### src/rtl/sd4_mac_sequencer.sv
// ============================================================================
// sd4_mac_sequencer
// ----------------------------------------------------------------------------
// Job-level controller for the SD4 MAC pipeline. On an accepted start it
// fetches num_windows image/weight windows from the operand buffers, one per
// cycle, and presents each one on the registered MAC input. It follows every
// live window through the fixed-latency pipeline so that it can mark the
// first and last accumulator results of the job. It also reports busy/done
// to the layer-level controller.
//
// Parameters
//   ADDR_W      operand buffer address width
//   CNT_W       width of the window count
//   PIPE_DEPTH  cycles from mac_in_valid to mac_out_valid (must be >= 1)
//
// Ports
//   clk            rising-edge clock
//   rst            asynchronous active-low reset
//   start          job start pulse, only looked at while idle
//   num_windows    windows in the job, captured with start
//   base_addr      first operand buffer address, captured with start
//   exp_bias_cfg   exponent bias for the job, captured with start
//   hold           stall request; only blocks new buffer reads
//   rd_en/rd_addr  operand buffer read strobe and address
//   rd_img/rd_wgt  buffer read data, valid the cycle after rd_en
//   mac_image      registered image window to the MAC
//   mac_weight     registered SD4 weight window to the MAC
//   mac_exp_bias   job exponent bias, constant for the whole job
//   mac_in_valid   mac_image/mac_weight carry a live window
//   mac_out_valid  MAC result for a live window is present
//   acc_clear      marks the first result of the job
//   acc_last       marks the final result of the job
//   busy           job in progress (cycle after start through the done cycle)
//   done           one-cycle pulse at job end
//
// Optional feature (macro SEQ_PERF_CNT_EN)
//   perf_busy_cyc  saturating count of cycles with busy high
//   perf_hold_cyc  saturating count of issue cycles blocked by hold
//   Both clear on reset and on an accepted start. Without the macro these
//   ports and their counters do not exist.
// ============================================================================
module sd4_mac_sequencer #(
    parameter int ADDR_W     = 8,
    parameter int CNT_W      = 8,
    parameter int PIPE_DEPTH = 4
) (
    input  logic              clk,
    input  logic              rst,
    input  logic              start,
    input  logic [CNT_W-1:0]  num_windows,
    input  logic [ADDR_W-1:0] base_addr,
    input  logic [4:0]        exp_bias_cfg,
    input  logic              hold,
    output logic              rd_en,
    output logic [ADDR_W-1:0] rd_addr,
    input  logic [71:0]       rd_img,
    input  logic [35:0]       rd_wgt,
    output logic [71:0]       mac_image,
    output logic [35:0]       mac_weight,
    output logic [4:0]        mac_exp_bias,
    output logic              mac_in_valid,
    output logic              mac_out_valid,
    output logic              acc_clear,
    output logic              acc_last,
    output logic              busy,
    output logic              done
`ifdef SEQ_PERF_CNT_EN
    ,
    output logic [15:0]       perf_busy_cyc,
    output logic [15:0]       perf_hold_cyc
`endif
);

    typedef enum logic [1:0] {
        IDLE  = 2'd0,
        ISSUE = 2'd1,
        DRAIN = 2'd2,
        DONE  = 2'd3
    } state_t;

    localparam logic [CNT_W-1:0] CNT_ONE = CNT_W'(1);

    state_t            state;
    state_t            state_next;
    logic [CNT_W-1:0]  num_r;
    logic [ADDR_W-1:0] base_r;
    logic [CNT_W-1:0]  issued;
    logic [CNT_W-1:0]  result_cnt;
    logic [CNT_W-1:0]  result_cnt_next;
    logic              start_accept;
    logic              rd_en_d1;
    logic [PIPE_DEPTH-1:0] valid_sr;

    // start is only honoured while idle; in every other state it is dropped.
    assign start_accept = (state == IDLE) && start;

    // Results seen so far including the one on the pipe output this cycle,
    // so DRAIN can leave on the same cycle as the final result.
    assign result_cnt_next = mac_out_valid ? (result_cnt + CNT_ONE) : result_cnt;

    // Next-state and control outputs. busy stays high through the DONE cycle,
    // so a zero-window job still shows exactly one busy cycle.
    always_comb begin
        state_next = state;
        rd_en      = 1'b0;
        rd_addr    = base_r + ADDR_W'(issued);
        busy       = 1'b0;
        done       = 1'b0;
        case (state)
            IDLE: begin
                if (start) begin
                    state_next = (num_windows == '0) ? DONE : ISSUE;
                end
            end
            ISSUE: begin
                busy = 1'b1;
                if (!hold && (issued < num_r)) begin
                    rd_en = 1'b1;
                    if (issued == (num_r - CNT_ONE)) begin
                        state_next = DRAIN;
                    end
                end
            end
            DRAIN: begin
                busy = 1'b1;
                if (result_cnt_next == num_r) begin
                    state_next = DONE;
                end
            end
            DONE: begin
                busy       = 1'b1;
                done       = 1'b1;
                state_next = IDLE;
            end
            default: begin
                state_next = IDLE;
            end
        endcase
    end

    // State register.
    always_ff @(posedge clk or negedge rst) begin
        if (!rst) begin
            state <= IDLE;
        end else begin
            state <= state_next;
        end
    end

    // Job parameters are captured once per accepted start and held until the
    // next one, which keeps mac_exp_bias stable across the whole job.
    always_ff @(posedge clk or negedge rst) begin
        if (!rst) begin
            num_r        <= '0;
            base_r       <= '0;
            mac_exp_bias <= '0;
        end else if (start_accept) begin
            num_r        <= num_windows;
            base_r       <= base_addr;
            mac_exp_bias <= exp_bias_cfg;
        end
    end

    // Issue counter; the address adder wraps naturally at 2^ADDR_W.
    always_ff @(posedge clk or negedge rst) begin
        if (!rst) begin
            issued <= '0;
        end else if (start_accept) begin
            issued <= '0;
        end else if (rd_en) begin
            issued <= issued + CNT_ONE;
        end
    end

    // Buffer data arrives the cycle after rd_en; it is registered at the end
    // of that cycle so the window reaches the MAC two cycles after the read.
    // The data registers keep their last value between live windows.
    always_ff @(posedge clk or negedge rst) begin
        if (!rst) begin
            rd_en_d1     <= 1'b0;
            mac_in_valid <= 1'b0;
            mac_image    <= '0;
            mac_weight   <= '0;
        end else begin
            rd_en_d1     <= rd_en;
            mac_in_valid <= rd_en_d1;
            if (rd_en_d1) begin
                mac_image  <= rd_img;
                mac_weight <= rd_wgt;
            end
        end
    end

    // Valid tracking through the MAC pipeline. This runs freely and is not
    // gated by hold, because hold only stalls new reads.
    generate
        if (PIPE_DEPTH == 1) begin : g_sr_one
            always_ff @(posedge clk or negedge rst) begin
                if (!rst) begin
                    valid_sr <= '0;
                end else begin
                    valid_sr <= mac_in_valid;
                end
            end
        end else begin : g_sr_many
            always_ff @(posedge clk or negedge rst) begin
                if (!rst) begin
                    valid_sr <= '0;
                end else begin
                    valid_sr <= {valid_sr[PIPE_DEPTH-2:0], mac_in_valid};
                end
            end
        end
    endgenerate

    assign mac_out_valid = valid_sr[PIPE_DEPTH-1];

    // Result counter used to frame the accumulator.
    always_ff @(posedge clk or negedge rst) begin
        if (!rst) begin
            result_cnt <= '0;
        end else if (start_accept) begin
            result_cnt <= '0;
        end else begin
            result_cnt <= result_cnt_next;
        end
    end

    // With a single-window job both markers land on the same result.
    assign acc_clear = mac_out_valid && (result_cnt == '0);
    assign acc_last  = mac_out_valid && (result_cnt == (num_r - CNT_ONE));

`ifdef SEQ_PERF_CNT_EN
    // Saturating performance counters, restarted by each accepted start.
    always_ff @(posedge clk or negedge rst) begin
        if (!rst) begin
            perf_busy_cyc <= '0;
            perf_hold_cyc <= '0;
        end else if (start_accept) begin
            perf_busy_cyc <= '0;
            perf_hold_cyc <= '0;
        end else begin
            if (busy && (perf_busy_cyc != 16'hFFFF)) begin
                perf_busy_cyc <= perf_busy_cyc + 16'd1;
            end
            if ((state == ISSUE) && hold && (perf_hold_cyc != 16'hFFFF)) begin
                perf_hold_cyc <= perf_hold_cyc + 16'd1;
            end
        end
    end
`endif

endmodule

### config.mk
export PLATFORM = sky130hd
export DESIGN_NAME = sd4_mac_sequencer
export DESIGN_NICKNAME = d
export VERILOG_FILES = /design/src/rtl/sd4_mac_sequencer.sv
export SDC_FILE = /design/constraint.sdc
export NUM_CORES = 1
export LEC_CHECK = 0
export ABC_AREA = 1
export CORE_MARGIN = 8
export CORE_UTILIZATION = 40
export DETAILED_ROUTE_END_ITERATION = 8
export PLACE_DENSITY_LB_ADDON = 0.25
export SYNTH_ARGS = -nofsm -noshare
export SYNTH_HDL_FRONTEND = slang
export SYNTH_SLANG_ARGS = --single-unit
### constraint.sdc
create_clock -name clk -period 2.6 [get_ports clk]
set_clock_uncertainty 0.1 [all_clocks]
set_input_delay 0.65 -clock clk [delete_from_list [all_inputs] [get_ports clk]]
set_output_delay 0.65 -clock clk [all_outputs]
set_load 0.005 [all_outputs]
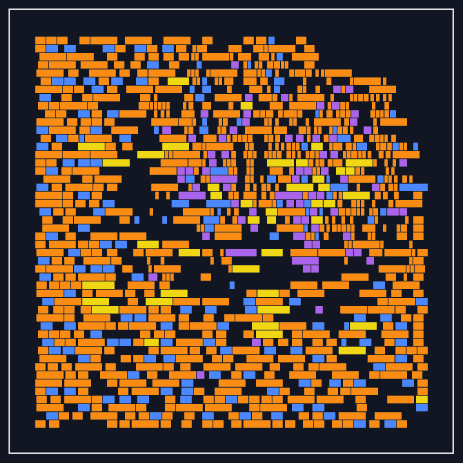
run_1/drive_strength.png
Drawn at 3 px/um.
legend:
  drive 1 or less:
    colour: orange
    cells: 712
  drive 3 to 4:
    colour: purple
    cells: 73
  drive 6 and up:
    colour: yellow
    cells: 42
  drive 2:
    colour: blue
    cells: 160
Synth-to-Final Area Change: 60.72%
Signal buffers: 339

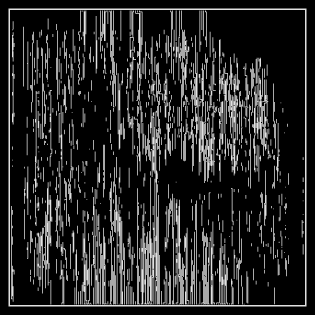
run_1/met2.png
Drawn at 2 px/um.
share of all routed wire: 48%
main direction: vertical
longest straight run: 61.5 um
GR Util met2: 0.3165
Detailed Route WL: 20900 um

==> summary.txt, run 1 <==
Sw Ratio - 0.3192
Largest logic family - multiplexers
Gpl congestion - 0.8206
Syn avg cell area - 10.91 sq um
Number of enable flip-flop cells - 0
Origin of the worst setup path - issued[2]$_DFFE_PN0P_
Global-route wire length before repair - 32880 um
Post-synth top cells - dfrtp_1 (153), nand2_1 (138), mux2_2 (108)
Fraction of area in registers - 0.3448
PD cells - 1166 nW/um^2
Worst Slack Setup Final - -0.1895 ns
Register area - 3834 sq um
Chip area - 21760 sq um
Post-synthesis adder-cell area fraction - 0.04630
Top cell type by instance count after synthesis - dfrtp_1
Max FO, Critical Path - 3
Ao+oa area frac - 0.04015
Clock Path Buffers - 2
Layout Cells excl Fill - 1213
Ys async rst share - 1.000
Mapped Cells - 634
Num sequential - 153
Max Cap Viol - 0
P_leak - 4.999 nW
Combinational share of power - 0.488
Nets - 1133
Max reg flops - 72
MI comb cells - 418
Slowest stage delay, CP - 0.42 ns
Post-synthesis sequential area ratio - 0.5534
WP buf/inv - 2
Row cnt - 48
Fp util - 0.4042
DR DRC count - 0
Yosys warns - 0
1st-iter DRT viols - 221
Crit share post-route - 1.073
Clk root buf - clkbuf_16
Data buffer area share - 0.2933
Largest power group - combinational logic
Reg2reg setup slack - -0.08 ns
Layout clock buffers - 18
CP Data Required Time - 1.85 ns
Non-clock inverters - 46
I/O pins - 261
Fraction of area in multi-input gates - 0.2683
CP Class - register to primary output
Internal - 0.008824 W
Setup crit end - rd_addr[7]
Total gr overflow - 0
Cells in synth_stat.txt - 634
Clock Sinks - 153
P_clk - 0.00248 W
CP top delay family - AND-OR/OR-AND gates
Dpl cells - 1165
Arr. time, crit path - 2.04 ns
Clock-pin slew on the worst setup and hold paths - 0.06 ns
Resized cells post-CTS - 65
Psw - 0.004137 W
Vias/cell - 4.818
CTS buffer count - 17
Port bufs - 260
R2r worst-path depth - 23
Top reg by flops - mac_image
Seq pwr share - 0.320
Seq cells post-synth - 153
Clock share of power - 0.191
Inserted Diodes - 1
Status - complete, but fails checks
Slew Limit Fails - 0
DP HPWL - 15560 um
Met3 routed WL - 2445 um
Chip width - 147.5 um
Layout clock area frac - 0.05244
Post CTS Setup Buffer Count - 12
Final tally of hold violations - 0
Core footprint - 17120 sq um
Synthesized net count - 792
Worst hold slack - 0.07238 ns
OpenROAD warning count - 33
Vias in the first global route - 6130
Netlist cell types - 29
Slowest-stage cell, CP - dfrtp_1
Post-synth top area cell - dfrtp_1
Top Registers - mac_image: 72 flops, mac_weight: 36 flops
Final design utilization - 0.6496
Failing checks - setup timing
Gate Area - 2983 sq um
Final Power - 0.01296 W
Tapcell Cnt - 225
Fill cell count - 1406
Hold-fix buffers, CTS - 0
Mapped cell area - 6918 sq um
Most numerous logic cell after layout - clkdlybuf4s50_1
DRT Pass-1 Iters - 4
Worst Setup End Kind - primary output
Setup WS pre-CTS - -0.3761 ns
Critical Path Stages - 12
Area post-placement - 10270 sq um
XOR/XNOR Area Share - 0.01266
Comb power - 0.00633 W
Largest net degree at the start of global routing - 56
GRT Util Overall - 0.1928
Tmin final - 2.790 ns
Dominant cell area share - 0.5534
Antenna Nets Post-Route - 0
Worst-path cell chain - ha_4 > a21oi_2 > nand2_1 > nand2_1 > nand2_1 > a21oi_2 > o21ai_2 > a21oi_2 > inv_1 > nand2_1 > nand2_1 > buf_2
Highest routed layer - met4
Setup_tns - -0.9840 ns
MUX share of area - 0.1758
Chip area in the Yosys report - 6918 sq um
Wire length on met2 - 10130 um
Synth Flop Type - dfrtp_1
RSZ-0062 raised after global routing - true
Top Layout Cells - clkdlybuf4s50_1 (249), dfrtp_1 (151), nand2_1 (132), mux2_2 (108), buf_4 (63)
Worst vdd ir - 0.7715 mV
Biggest Area Class - sequential cells
Initial antenna violation count - 1
Final setup violation count - 8
Crit path top cell by count - nand2_1
Clk latency late pin - 0.41 ns
Top cells, area - dfrtp_1 (55%), mux2_2 (18%), nand2_1 (7.5%)
Hold Crit Class - input port to asynchronous set/reset pin
Relative slew slack - 0.6581
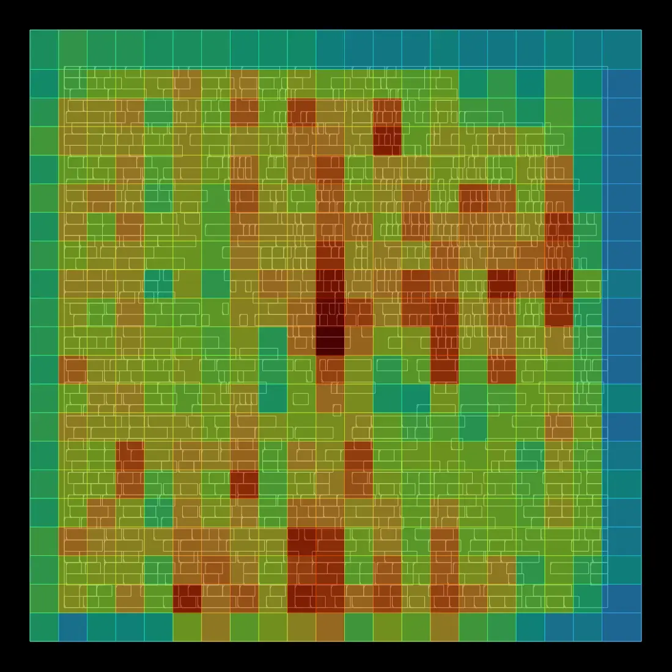
run_1/final_congestion.png
busiest metal layer after global routing: met2
M3 GR Usage: 0.1113
GR Layer Usage met1: 0.2089
WL/cell: 17.23 um

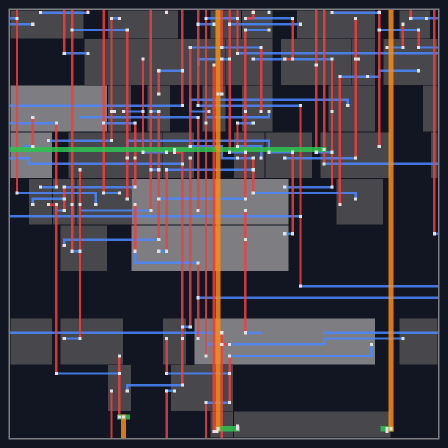
run_1/zoom.png
Region (61, 61) to (86, 86) um. Cells in grey, sequential cells in the stronger grey; small squares are vias.
legend:
  met4:
    colour: orange
  met2:
    colour: red
  met1:
    colour: blue
  met3:
    colour: green
cells with their middle in the window: 35
sequential cells in the window: 4
netlist names of flops here include: issued (2)
most frequent: buf_4 (5), inv_1 (4), nand2_1 (4)

==> run 1 -> run 2 <==
--- a/config.mk
+++ b/config.mk
@@ -10,6 +10,7 @@
 export CORE_UTILIZATION = 40
 export DETAILED_ROUTE_END_ITERATION = 8
 export PLACE_DENSITY_LB_ADDON = 0.25
+export RECOVER_POWER = 25
 export SYNTH_ARGS = -nofsm -noshare
 export SYNTH_HDL_FRONTEND = slang
 export SYNTH_SLANG_ARGS = --single-unit
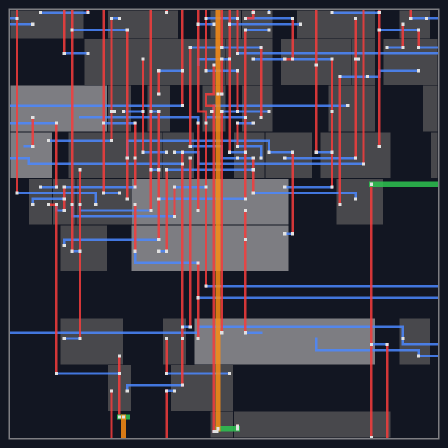
run_2/zoom.png
Region (61, 61) to (86, 86) um. Cells in grey, sequential cells in the stronger grey; small squares are vias.
legend:
  met1:
    colour: blue
  met4:
    colour: orange
  met3:
    colour: green
  met2:
    colour: red
netlist names of flops here include: issued (2)
cells with their middle in the window: 36
sequential cells in the window: 4
most frequent: buf_4 (5), inv_1 (4), nand2_1 (4)

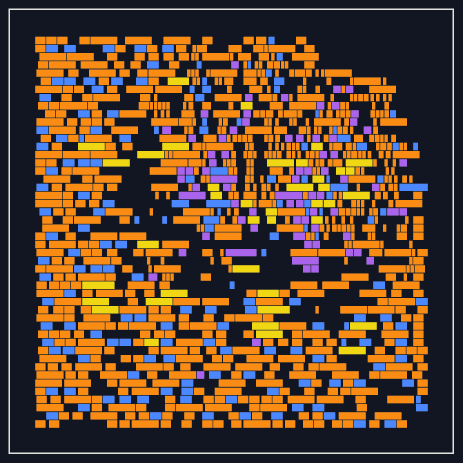
run_2/drive_strength.png
Drawn at 3 px/um.
legend:
  drive 6 and up:
    colour: yellow
    cells: 39
  drive 3 to 4:
    colour: purple
    cells: 73
  drive 2:
    colour: blue
    cells: 162
  drive 1 or less:
    colour: orange
    cells: 713
Design Area, Final: 11080 sq um
Synth-to-Final Area Change: 60.17%
Worst Slack Setup Final: -0.1926 ns

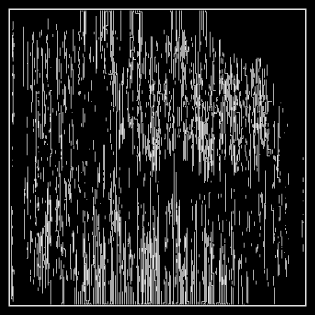
run_2/met2.png
Drawn at 2 px/um.
nets with wire on the layer: 1005
longest straight run: 61.9 um
Detailed Route WL: 20910 um
via count: 5857

==> summary.txt, run 2 <==
Fraction of area in registers - 0.3460 (+0.001170)
Chip width - 147.5 um (unchanged)
Nets - 1133 (unchanged)
Reg2reg setup slack - -0.08 ns (about the same)
Relative slew slack - 0.2430 (-0.4150)
Slowest stage delay, CP - 0.39 ns (-0.03 ns)
Yosys warns - 0 (unchanged)
Clock share of power - 0.191 (about the same)
Post CTS Setup Buffer Count - 12 (unchanged)
Clock-pin slew on the worst setup and hold paths - 0.06 ns (about the same)
P_clk - 0.00248 W (about the same)
Worst hold slack - 0.2480 ns (+0.1756 ns)
R2r worst-path depth - 23 (unchanged)
Largest power group - combinational logic
Slowest-stage cell, CP - dfrtp_1
WP buf/inv - 2 (unchanged)
Gate Area - 2983 sq um (unchanged)
GR Layer Usage met1 - 0.2089 (unchanged)
CP top delay family - simple AND/OR/NAND/NOR gates
DRT Pass-1 Iters - 5 (+1)
Initial antenna violation count - 1 (unchanged)
Crit path top cell by count - nand2_1
Psw - 0.004134 W (about the same)
Slew Limit Fails - 0 (unchanged)
Total gr overflow - 0 (unchanged)
Top Layout Cells - clkdlybuf4s50_1 (249), dfrtp_1 (151), nand2_1 (132), mux2_2 (108), buf_4 (62)
Tmin final - 2.793 ns (+0.003016 ns)
Met3 routed WL - 2464 um (+0.78%)
XOR/XNOR Area Share - 0.01266 (unchanged)
Biggest Area Class - sequential cells
Fill cell count - 1412 (+0.43%)
Most numerous logic cell after layout - clkdlybuf4s50_1
Combinational share of power - 0.488 (about the same)
Global-route wire length before repair - 32880 um (unchanged)
Mapped cell area - 6918 sq um (unchanged)
Area post-placement - 10270 sq um (unchanged)
Num sequential - 153 (unchanged)
Antenna Nets Post-Route - 0 (unchanged)
Worst-path cell chain - inv_2 > ha_4 > nand2_2 > nor2_2 > nand2_1 > nand2_1 > nand2_1 > nand2_1 > nand4_1 > nor3_2 > buf_2
MI comb cells - 418 (unchanged)
Post-synthesis adder-cell area fraction - 0.04630 (unchanged)
Highest routed layer - met4
Internal - 0.008817 W (about the same)
Port bufs - 260 (unchanged)
Largest net degree at the start of global routing - 56 (unchanged)
Status - complete, but fails checks
Chip area in the Yosys report - 6918 sq um (unchanged)
Setup crit end - acc_last
Post-synth top cells - dfrtp_1 (153), nand2_1 (138), mux2_2 (108)
PD cells - 1169 nW/um^2 (+0.26%)
Seq cells post-synth - 153 (unchanged)
I/O pins - 261 (unchanged)
Cells in synth_stat.txt - 634 (unchanged)
Row cnt - 48 (unchanged)
Seq pwr share - 0.320 (about the same)
Vias in the first global route - 6130 (unchanged)
P_leak - 4.983 nW (-0.32%)
Max reg flops - 72 (unchanged)
Comb power - 0.00633 W (about the same)
Synth Flop Type - dfrtp_1
Critical Path Stages - 11 (-1)
Ys async rst share - 1.000 (unchanged)
Fp util - 0.4042 (unchanged)
Layout clock buffers - 18 (unchanged)
Failing checks - setup timing
Post-synthesis sequential area ratio - 0.5534 (unchanged)
Max FO, Critical Path - 5 (+2)
Gpl congestion - 0.8206 (unchanged)
Core footprint - 17120 sq um (unchanged)
Mapped Cells - 634 (unchanged)
Origin of the worst setup path - num_r[0]$_DFFE_PN0P_
Max Cap Viol - 0 (unchanged)
Wire length on met2 - 10270 um (+1.3%)
Clock Path Buffers - 2 (unchanged)
Clk latency late pin - 0.41 ns (about the same)
Fraction of area in multi-input gates - 0.2692 (+0.0009104)
Top cells, area - dfrtp_1 (55%), mux2_2 (18%), nand2_1 (7.5%)
Layout Cells excl Fill - 1213 (unchanged)
Resized cells post-CTS - 65 (unchanged)
Clk root buf - clkbuf_16
Signal buffers - 339 (unchanged)
CTS buffer count - 17 (unchanged)
Peak Freq - 358.1 MHz
Inserted Diodes - 1 (unchanged)
Busiest metal layer after global routing - met2
CP Data Required Time - 1.85 ns (about the same)
Final setup violation count - 8 (unchanged)
CP Class - register to primary output
Top cell type by instance count after synthesis - dfrtp_1
Netlist cell types - 29 (unchanged)
Setup_tns - -0.9962 ns (-0.01215 ns)
Clock Sinks - 153 (unchanged)
Layout clock area frac - 0.05262 (+0.0001780)
Synthesized net count - 792 (unchanged)
Chip area - 21760 sq um (unchanged)
Syn avg cell area - 10.91 sq um (unchanged)
1st-iter DRT viols - 231 (+4.5%)
Register area - 3834 sq um (unchanged)
Final tally of hold violations - 0 (unchanged)
Number of enable flip-flop cells - 0 (unchanged)
M3 GR Usage - 0.1113 (unchanged)
Crit share post-route - 1.074 (+0.001160)
DR DRC count - 0 (unchanged)
Top Registers - mac_image: 72 flops, mac_weight: 36 flops
Ao+oa area frac - 0.04015 (unchanged)
Non-clock inverters - 46 (unchanged)
RSZ-0062 raised after global routing - true
Tapcell Cnt - 225 (unchanged)
Arr. time, crit path - 2.04 ns (about the same)
Post-synth top area cell - dfrtp_1
DP HPWL - 15560 um (unchanged)
Data buffer area share - 0.2909 (-0.002393)
MUX share of area - 0.1758 (unchanged)
Worst Slack Setup Final - -0.1926 ns (-0.003016 ns)
Hold Crit Class - register to register
Hold-fix buffers, CTS - 0 (unchanged)
Final design utilization - 0.6474 (-0.002193)
OpenROAD warning count - 33 (unchanged)
GRT Util Overall - 0.1928 (unchanged)
Power and IR drop assume default switching activity.
